**src/rtl/piso_pkg.sv**
```systemverilog
// Shared definitions for the parallel-in/serial-out transmitter.
// The PARITY state exists only when PISO_TX_PARITY_EN is defined.
package piso_pkg;

   localparam int PISO_MAX_WIDTH = 32;
   localparam int PISO_MAX_GAP   = 15;

`ifdef PISO_TX_PARITY_EN
   typedef enum logic [1:0] {
      ST_IDLE   = 2'd0,
      ST_SHIFT  = 2'd1,
      ST_PARITY = 2'd2,
      ST_GAP    = 2'd3
   } piso_state_t;
`else
   typedef enum logic [1:0] {
      ST_IDLE  = 2'd0,
      ST_SHIFT = 2'd1,
      ST_GAP   = 2'd3
   } piso_state_t;
`endif

endpackage

```
**src/rtl/piso_shreg.sv**
```systemverilog
// Loadable shift register with selectable shift direction.
// Vacated positions fill with zeros, so once a word has been fully shifted
// out the head bit reads 0 until the next load.
module piso_shreg #(
   parameter int WIDTH     = 8,
   parameter int MSB_FIRST = 1
) (
   input  logic             clock,
   input  logic             reset,
   input  logic             load,
   input  logic             shift,
   input  logic [WIDTH-1:0] data_in,
   output logic             serial_bit
);

   logic [WIDTH-1:0] shreg_reg;
   logic [WIDTH-1:0] shreg_next;
   logic [WIDTH-1:0] shifted;

   genvar gi;
   generate
      for (gi = 0; gi < WIDTH; gi++) begin : g_bit
         if (MSB_FIRST != 0) begin : g_msb
            if (gi == 0) begin : g_fill
               assign shifted[gi] = 1'b0;
            end else begin : g_move
               assign shifted[gi] = shreg_reg[gi-1];
            end
         end else begin : g_lsb
            if (gi == WIDTH-1) begin : g_fill
               assign shifted[gi] = 1'b0;
            end else begin : g_move
               assign shifted[gi] = shreg_reg[gi+1];
            end
         end
      end

      if (MSB_FIRST != 0) begin : g_head_msb
         assign serial_bit = shreg_reg[WIDTH-1];
      end else begin : g_head_lsb
         assign serial_bit = shreg_reg[0];
      end
   endgenerate

   // Load has priority over shift so a new word can follow the last bit directly.
   always_comb begin
      shreg_next = shreg_reg;
      if (load) begin
         shreg_next = data_in;
      end else if (shift) begin
         shreg_next = shifted;
      end
   end

   // Register the shift contents; reset clears any word in flight.
   always_ff @(posedge clock) begin
      if (reset) begin
         shreg_reg <= '0;
      end else begin
         shreg_reg <= shreg_next;
      end
   end

endmodule

```
**src/rtl/piso_tx.sv**
```systemverilog
// Parallel-in/serial-out transmitter with valid/ready load handshake.
// Optional feature: define PISO_TX_PARITY_EN to append an even-parity bit
// after the data bits of every frame.
module piso_tx #(
   parameter int WIDTH     = 8,
   parameter int MSB_FIRST = 1,
   parameter int GAP       = 0
) (
   input  logic             clock,
   input  logic             reset,
   input  logic [WIDTH-1:0] data_in,
   input  logic             load_valid,
   output logic             load_ready,
   output logic             serial_out,
   output logic             serial_valid,
   output logic             done
);

   import piso_pkg::*;

   localparam int               CNT_W    = $clog2(WIDTH);
   localparam logic [CNT_W-1:0] CNT_LOAD = CNT_W'(WIDTH - 1);
   localparam logic [3:0]       GAP_LOAD = 4'((GAP > 0) ? GAP - 1 : 0);

   piso_state_t      state_reg;
   piso_state_t      state_next;
   logic [CNT_W-1:0] cnt_reg;
   logic [CNT_W-1:0] cnt_next;
   logic [3:0]       gap_cnt_reg;
   logic [3:0]       gap_cnt_next;
   logic             shift_bit;
   logic             accept;
   logic             frame_end;
`ifdef PISO_TX_PARITY_EN
   logic             parity_reg;
   logic             parity_next;
`endif

   piso_shreg #(
      .WIDTH     (WIDTH),
      .MSB_FIRST (MSB_FIRST)
   ) u_shreg (
      .clock      (clock),
      .reset      (reset),
      .load       (accept),
      .shift      (state_reg == ST_SHIFT),
      .data_in    (data_in),
      .serial_bit (shift_bit)
   );

   // Handshake, next-state and counter updates; an accept on the final
   // frame bit (GAP=0) restarts SHIFT without passing through IDLE.
   always_comb begin
      state_next   = state_reg;
      cnt_next     = cnt_reg;
      gap_cnt_next = gap_cnt_reg;
`ifdef PISO_TX_PARITY_EN
      parity_next  = parity_reg;
      frame_end    = (state_reg == ST_PARITY);
`else
      frame_end    = (state_reg == ST_SHIFT) && (cnt_reg == '0);
`endif
      load_ready   = (state_reg == ST_IDLE) || ((GAP == 0) && frame_end);
      accept       = load_valid && load_ready;

      case (state_reg)
         ST_IDLE: begin
            state_next = ST_IDLE;
         end
         ST_SHIFT: begin
            if (cnt_reg != '0) begin
               cnt_next = cnt_reg - 1'b1;
            end else begin
`ifdef PISO_TX_PARITY_EN
               state_next   = ST_PARITY;
`else
               state_next   = (GAP > 0) ? ST_GAP : ST_IDLE;
               gap_cnt_next = GAP_LOAD;
`endif
            end
         end
`ifdef PISO_TX_PARITY_EN
         ST_PARITY: begin
            state_next   = (GAP > 0) ? ST_GAP : ST_IDLE;
            gap_cnt_next = GAP_LOAD;
         end
`endif
         ST_GAP: begin
            if (gap_cnt_reg == '0) begin
               state_next = ST_IDLE;
            end else begin
               gap_cnt_next = gap_cnt_reg - 1'b1;
            end
         end
         default: begin
            state_next = ST_IDLE;
         end
      endcase

      if (accept) begin
         state_next = ST_SHIFT;
         cnt_next   = CNT_LOAD;
`ifdef PISO_TX_PARITY_EN
         parity_next = ^data_in;
`endif
      end
   end

   // State, bit counter, gap counter and parity registers.
   always_ff @(posedge clock) begin
      if (reset) begin
         state_reg   <= ST_IDLE;
         cnt_reg     <= '0;
         gap_cnt_reg <= '0;
`ifdef PISO_TX_PARITY_EN
         parity_reg  <= 1'b0;
`endif
      end else begin
         state_reg   <= state_next;
         cnt_reg     <= cnt_next;
         gap_cnt_reg <= gap_cnt_next;
`ifdef PISO_TX_PARITY_EN
         parity_reg  <= parity_next;
`endif
      end
   end

   // Serial outputs come straight from registers; the shift register is
   // all zeros outside a data phase, so serial_out is 0 whenever idle.
   always_comb begin
`ifdef PISO_TX_PARITY_EN
      serial_valid = (state_reg == ST_SHIFT) || (state_reg == ST_PARITY);
      serial_out   = (state_reg == ST_PARITY) ? parity_reg : shift_bit;
`else
      serial_valid = (state_reg == ST_SHIFT);
      serial_out   = shift_bit;
`endif
      done = frame_end;
   end

endmodule

```
**config.mk**
```make
export PLATFORM = sky130hd
export DESIGN_NAME = piso_tx
export DESIGN_NICKNAME = d
export VERILOG_FILES = /design/src/rtl/piso_pkg.sv /design/src/rtl/piso_shreg.sv /design/src/rtl/piso_tx.sv
export SDC_FILE = /design/constraint.sdc
export NUM_CORES = 1
export LEC_CHECK = 0
export CAP_MARGIN = 15
export CORE_MARGIN = 3
export CORE_UTILIZATION = 35
export CTS_CLUSTER_SIZE = 12
export DETAILED_ROUTE_END_ITERATION = 6
export PLACE_DENSITY = 0.7
export SLEW_MARGIN = 0
export SYNTH_ARGS = -nofsm -noshare
export SYNTH_HDL_FRONTEND = slang
export SYNTH_HIERARCHICAL = 1
export SYNTH_SLANG_ARGS = --single-unit
```
**constraint.sdc**
```tcl
create_clock -name clock -period 2.9 [get_ports clock]
set_input_delay 0.29 -clock clock [delete_from_list [all_inputs] [get_ports clock]]
set_output_delay 0.29 -clock clock [all_outputs]
set_load 0.01 [all_outputs]
```
Figure 1. Zoomed window (run 1).
Region (25, 25) to (45, 45) um. Cells in grey, sequential cells in the stronger grey; small squares are vias.
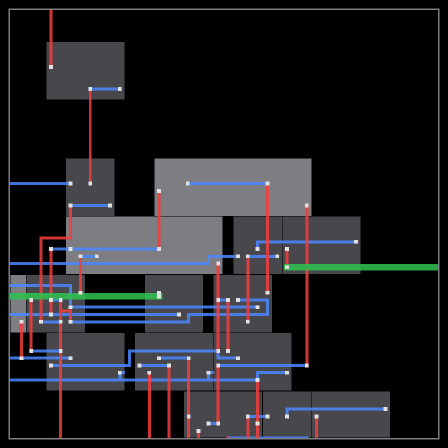
- red: metal 2
- green: metal 3
- blue: metal 1
- most frequent: mux2i_1 (4), clkdlybuf4s50_1 (3), nor2b_1 (3)
- netlist names of flops here include: `u_shreg/shreg_reg` (2)
- cells with their middle in the window: 15
- sequential cells in the window: 2

Figure 2. Clock wiring as the flow saved it (run 1).
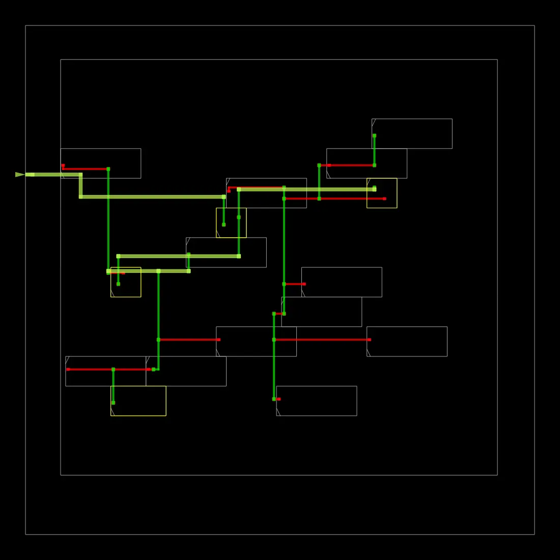
# clk buffers: 4
Clock Latency Late Sink: 270 ps
CTS Buf Count: 3
skew final: 1.627 ps

==> run_results.csv, run 1 <==
group,metric,value,unit
synth,syn_area,578.1,um2
worst_setup_path,critical-path-top-cell-by-count,"sky130_fd_sc_hd__ha_1",
worst_setup_path,ff2ff_setup_slack,990,ps
worst_hold_path,path_class_of_the_lowest_slack_min_delay_path,"flip-flop to flip-flop",
layout,drive_above_1_share,9.722,%
pwr,static-leakage-power,0.3045,nW
floorplan,die_h,46.64,um
worst_setup_path,crit_path_cell_trace,"inv_1, ha_1, ha_1, nand2b_4, clkdlybuf4s50_1",
detailed_routing,dr_wl_met2,463,um
run_status,status,"finished, final reports clean",
synth,netlist.area_leader.share,41.56,%
synth,netlist.top_cell.by_instances,"sky130_fd_sc_hd__dfxtp_1",
synth,ys_cells,56,
job,log.warning_count,26,
floorplan,core.rowCount,14,
worst_setup_path,worstReg2RegEnd,"u_shreg/shreg_reg[0]",
sta,relative_slew_slack,57.07,%
global_route,total_routing_usage_gr,12.10,%
synth,yosys_warns,6,
placed_design,placed_cells,84,
worst_hold_path,holdPathStages,2,
sta,worst_pin_slew,643.1,ps
sta,rsz_0062_raised_after_global_routing,"false",
layout,diodes,0,
layout,nets,86,
sta,fin_tns_setup,0,ps
detailed_routing,detailroute.via_count,464,
synth,synth_flops,12,
global_route,initial_antenna_violation_count,0,
detailed_routing,totalWireLength,1140,um
Figure 3. Wires at chosen ports, followed through buffers (run 1).
Drawn at 8 px/um.
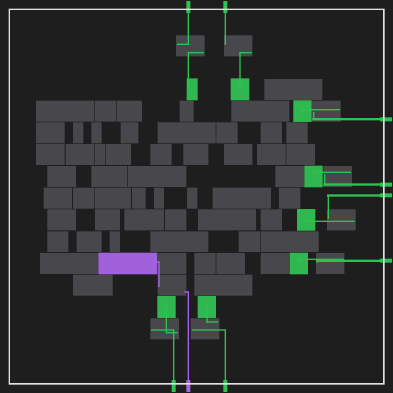
- purple: `serial_out` (direction output; edge bottom; end cells 1; buffers 1; wire 15.7 um)
- green: `data_in` (direction input; edge 4 right, 2 top, 2 bottom; end cells 8; buffers 8; wire 107 um)
number of placed I/O pins: 15
number of port buffers: 14

## run 1: power breakdown
group	total (mW)	switching (mW)	internal, mW
logic	0.0827	0.0341	0.0486
clock network	0.136	0.0592	0.0764
registers	0.194	0.0125	0.181
total	0.412	0.106	0.306
## run 1: stage by stage
| step | area (um2) | hold WS [ps] |
|---|---|---|
| CTS | 753.2 | 498.3 |
| finish | 753.2 | 499.2 |
| detailed placement | 716.9 | 484.5 |
| floorplan | 578.1 | 359.1 |
| global placement | 716.9 | 469.0 |
| global route | 753.2 | 529.4 |
## run 1: area by class of cell
type | instances | area [um2]
Fill cell | 148 | 770.7
Inverter | 5 | 18.77
Sequential cell | 12 | 240.2
Multi-Input combinational cell | 37 | 297.8
Tap cell | 16 | 20.02
Clock buffer | 4 | 36.28
Timing Repair Buffer | 14 | 140.1
## run 1: worst max-delay path by stage
| stage | start | end | slack, ps | cells past startpoint |
|---|---|---|---|---|
| detailed placement | cnt_reg[0] | u_shreg/shreg_reg[0] | 1040 | 7 |
| global route | state_reg[0] | done | 700 | 2 |
| CTS | state_reg[0] | done | 810 | 2 |
| finish | cnt_reg[0] | load_ready | 810 | 5 |
| global placement | cnt_reg[0] | u_shreg/shreg_reg[0] | 1040 | 7 |
| floorplan | cnt_reg[0] | u_shreg/shreg_reg[0] | 1200 | 7 |
## run 1: critical path, delay by kind of cell (launching register included)
| kind | cells | cell delay (ps) |
|---|---|---|
| AND/OR/NAND/NOR | 1 | 180 |
| flip-flops | 1 | 350 |
| adder cells (fa/ha/maj) | 2 | 430 |
| buffers and inverters | 2 | 570 |
## run 1: logic make-up after synthesis
group	Yosys count	synth area share, %
DFF	12	41.56
AOI/OAI and AO/OA	12	15.15
and+or+nand+nor	16	19.91
buffers and inverters	7	6.927
adders and majority gates	2	4.328
muxes	7	12.12
==> run 1 -> run 2 <==
--- a/config.mk
+++ b/config.mk
@@ -10,7 +10,7 @@
 export CORE_UTILIZATION = 35
 export CTS_CLUSTER_SIZE = 12
 export DETAILED_ROUTE_END_ITERATION = 6
-export PLACE_DENSITY = 0.7
+export PLACE_DENSITY = 0.72
 export SLEW_MARGIN = 0
 export SYNTH_ARGS = -nofsm -noshare
 export SYNTH_HDL_FRONTEND = slang
==> constraint.sdc (replaced) <==
create_clock -name clock -period 1.8 [get_ports clock]
set_input_delay 0.18 -clock clock [delete_from_list [all_inputs] [get_ports clock]]
set_output_delay 0.18 -clock clock [all_outputs]
set_load 0.01 [all_outputs]
Figure 4. Metal layers overlaid (run 2).
Drawn at 12 px/um. Two of the layers only.
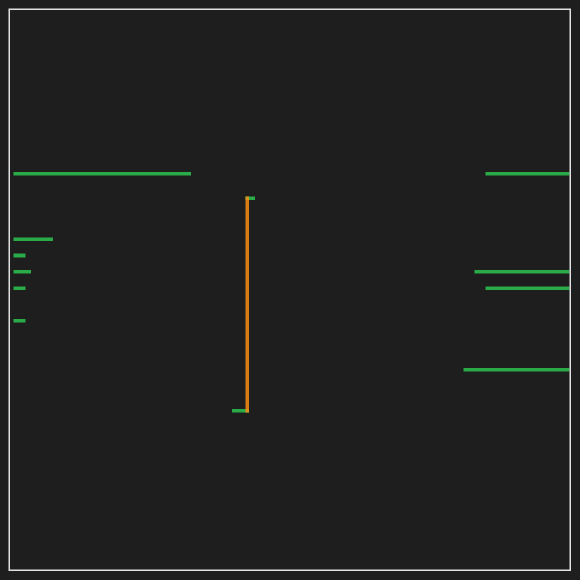
- green: metal 3 (wire length 51.5 um)
- orange: metal 4 (wire length 17.7 um)

==> run_results.csv, run 2 <==
group,metric,value,unit
run_status,status,"finished, final reports clean",
floorplan,die_h,46.64,um
synth,netlist.area_leader.share,41.56,%
layout,fin_area,785.8,um2
worst_hold_path,holdPathStages,3,
layout,combGateArea,312.8,um2
job,log.warning_count,27,
worst_setup_path,startpoint,"cnt_reg[0]",
global_route,total_routing_usage_gr,12.72,%
layout,regArea,241.5,um2
placed_design,placed_cells,86,
clock_tree,cts_made_buffers,3,
synth,netlist.top_cell.by_instances,"sky130_fd_sc_hd__dfxtp_1",
layout,nets,88,
layout,nFillCells,163,
worst_setup_path,worstReg2RegEnd,"u_shreg/shreg_reg[7]",
floorplan,number_of_placed_i_o_pins,15,
global_route,initial_antenna_violation_count,0,
sta,skew,1.992,ps
placed_design,port_buffers,14,
detailed_routing,dr_wl_met2,490,um
sta,fin_worst_hold_slack,467.1,ps
synth,syn_area,578.1,um2
pwr,static-leakage-power,0.3169,nW
synth,ys_cells,56,
run 2: cell type report:
cell class                      instances  area share [%]
Multi-Input combinational cell         37           39.81
Sequential cell                        12           30.73
Timing Repair Buffer                   16           19.43
Clock buffer                            4           4.618
Inverter                                5           2.866
Tap cell                               16           2.548
run 2: per-layer routing:
layer | vias to the layer above | global-route usage [%]
met5 | - | 0
met4 | 0 | 4.972
met3 | 2 | 3.516
met2 | 12 | 19.51
met1 | 208 | 16.74
li1 | 240 | -
run 2: critical path, stage by stage (launching register included):
cell                       delay (ps)
sky130_fd_sc_hd__dfxtp_2          340
sky130_fd_sc_hd__inv_1             40
sky130_fd_sc_hd__ha_1             190
sky130_fd_sc_hd__ha_2             190
sky130_fd_sc_hd__nand2b_4         160
sky130_fd_sc_hd__and2_4           190
sky130_fd_sc_hd__buf_4            150
sky130_fd_sc_hd__nor2b_1          140
sky130_fd_sc_hd__a211oi_2         200
run 2: kinds of logic (layout without fill, tap and decap cells):
kind of cell | after synthesis | in the layout | synth area share (%)
adder cells (fa/ha/maj) | 2 | 2 | 4.328
AND-OR/OR-AND | 12 | 12 | 15.15
AND/OR/NAND/NOR | 16 | 16 | 19.91
multiplexers | 7 | 7 | 12.12
buffers and inverters | 7 | 25 | 6.927
flip-flops | 12 | 12 | 41.56
run 2: power breakdown:
part	total, mW	switching, mW	internal [mW]
Clock	0.214	0.0915	0.123
Combinational	0.146	0.0619	0.0839
Sequential	0.307	0.0146	0.292
Total	0.667	0.168	0.499
run 2: what timing repair did:
action / CTS / global route
endpoints found under the setup margin: 10 / 7
gates resized: 6 / 3
pin swaps: 0 / 0
==> run 2 -> run 3 <==
--- a/config.mk
+++ b/config.mk
@@ -5,12 +5,14 @@
 export SDC_FILE = /design/constraint.sdc
 export NUM_CORES = 1
 export LEC_CHECK = 0
+export ABC_AREA = 1
 export CAP_MARGIN = 15
 export CORE_MARGIN = 3
 export CORE_UTILIZATION = 35
+export CTS_BUF_LIST = sky130_fd_sc_hd__clkbuf_16
 export CTS_CLUSTER_SIZE = 12
 export DETAILED_ROUTE_END_ITERATION = 6
-export PLACE_DENSITY = 0.72
+export PLACE_DENSITY = 0.71
 export SLEW_MARGIN = 0
 export SYNTH_ARGS = -nofsm -noshare
 export SYNTH_HDL_FRONTEND = slang
Figure 5. Zoomed window (run 3).
Region (26, 26) to (46, 46) um. Cells in grey, sequential cells in the stronger grey; small squares are vias.
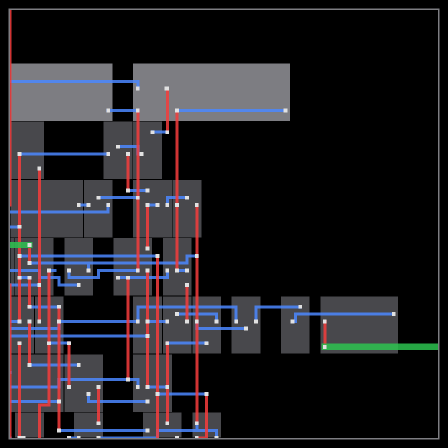
- red: metal 2
- green: metal 3
- blue: metal 1
- cells with their middle in the window: 22
- most frequent: nand2_1 (10), nand3_1 (4)
- netlist names of flops here include: `u_shreg/shreg_reg` (2)
- sequential cells in the window: 2

==> run_results.csv, run 3 <==
group,metric,value,unit
floorplan,number_of_placed_i_o_pins,15,
synth,netlist.area_leader.share,39.67,%
worst_setup_path,crit_family,"buffers and inverters",
layout,layout.non_clock_inverters,16,
worst_setup_path,worstReg2RegEnd,"u_shreg/shreg_reg[1]",
worst_setup_path,max_stage_delay,340,ps
detailed_routing,dr.first_iter.drc_count,15,
layout,clkbuf_count,3,
layout,seq_share,28.40,%
placed_design,port_buffers,14,
floorplan,tap_cells,16,
pwr,power_frac_clock,46.2,%
floorplan,die_h,47.60,um
layout,diodes,0,
run_status,status,"finished, final reports clean",
global_route,globalRoute.totalOverflow,0,
layout,nets,123,
synth,enable_flop_cells,0,
sta,rsz_0062_raised_after_global_routing,"false",
worst_setup_path,startpoint,"cnt_reg[0]",
pwr,power.net_switching,194.9,uW
sta,skew,0.7989,ps
worst_setup_path,critical_path.slowest_cell,"sky130_fd_sc_hd__dfxtp_1",
pwr,p_comb_share,17.7,%
synth,yosys_warns,6,
pwr,static-leakage-power,0.4540,nW
layout,clock_cell_area_share,8.876,%
pwr,p_int,650.0,uW
layout,combGateArea,286.5,um2
layout,nFillCells,148,
layout,top_area_cell_class,"combinational gates",
global_route,initial_antenna_violation_count,0,
floorplan,chipWidth,47.60,um
worst_setup_path,crit_cells,6,
synth,ys_cells,90,
placed_design,place_hpwl,909.7,um
layout,area_share_nonclk_buffers,19.38,%
pwr,seqPwrFrac,36.1,%
layout,regArea,240.2,um2
layout,sh_comb_area,33.88,%
job,log.warning_count,26,
pwr,p_sw_share,23.07,%
clock_tree,post_cts_resize_count,1,
worst_setup_path,crit_path_cell_trace,"inv_1, ha_1, ha_1, inv_1, nand2_2, dlygate4sd2_1",
layout,n_all_buffers,17,
clock_tree,cts_made_buffers,3,
synth,synthArstFlopShare,0,%
layout,n_multi_input_combinational_cell,60,
worst_setup_path,critPathBufInv,3,
global_route,total_routing_usage_gr,12.81,%
[run 3: power by group through the flow]
stage               Sequential, mW  Combinational [mW]  Clock (mW)
floorplan                    0.308              0.0941           0
global placement             0.308               0.148           0
detailed placement           0.310               0.150           0
CTS                          0.305               0.152       0.400
global route                 0.308               0.167       0.415
finish                       0.305               0.150       0.390
[run 3: per-layer routing]
layer / up-vias / part of all wire (%) / global-route usage [%]
li1: 313 / - / -
met1: 250 / 46 / 16.40
met2: 13 / 47 / 19.79
met3: 2 / 5.1 / 3.383
met4: 0 / 0.89 / 6.452
met5: - / 0 / 0
[run 3: per-stage QoR]
step,setup slack [ps],hold slack (ps),util (%),instance area [um2],cells
after floorplan,338.9,249.1,-,605.6,90
after global placement,195.3,453.0,49.36,769.5,121
after detailed placement,143.6,457.3,49.36,769.5,121
after CTS,22.80,462.3,54.09,843.3,124
after global routing,0.6375,477.3,54.25,845.8,124
final,90.68,461.1,54.25,845.8,124
[run 3: cells by family after synthesis]
family,share of synthesized area [%]
simple gates,39.05
fa+ha+maj,4.132
buf+inv,13.02
flops,39.67
compound gates,4.132
[run 3: worst min-delay path by stage]
stage / from / to / slack (ps) / cells past startpoint
after global routing: u_shreg/shreg_reg[0] / u_shreg/shreg_reg[0] / 480 / 2
after detailed placement: u_shreg/shreg_reg[0] / u_shreg/shreg_reg[0] / 460 / 2
after global placement: u_shreg/shreg_reg[4] / u_shreg/shreg_reg[4] / 450 / 2
after CTS: u_shreg/shreg_reg[0] / u_shreg/shreg_reg[0] / 460 / 2
after floorplan: reset / state_reg[0] / 250 / 1
final: u_shreg/shreg_reg[0] / u_shreg/shreg_reg[0] / 460 / 2

==> screenshots <==
Metal 2.
Drawn at 8 px/um. Cells faint in the background.
image #1
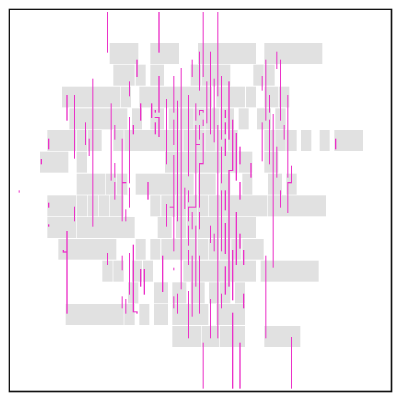
image #2
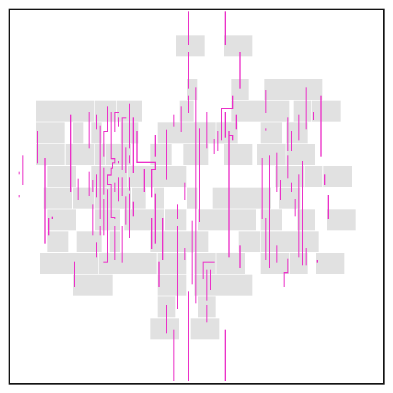
image #3
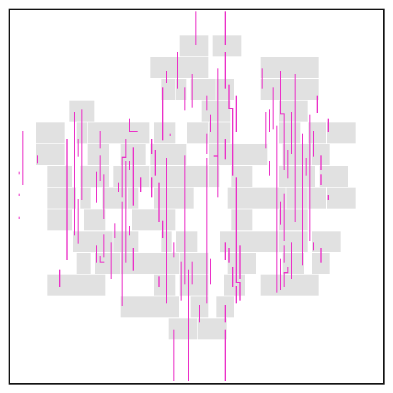
run 2 -> image #3
run 1 -> image #2
run 3 -> image #1

Key to image #1:
- share of all routed wire: 47%
- wire length on this layer: 590 um

Power is estimated from default activity; no workload was simulated.
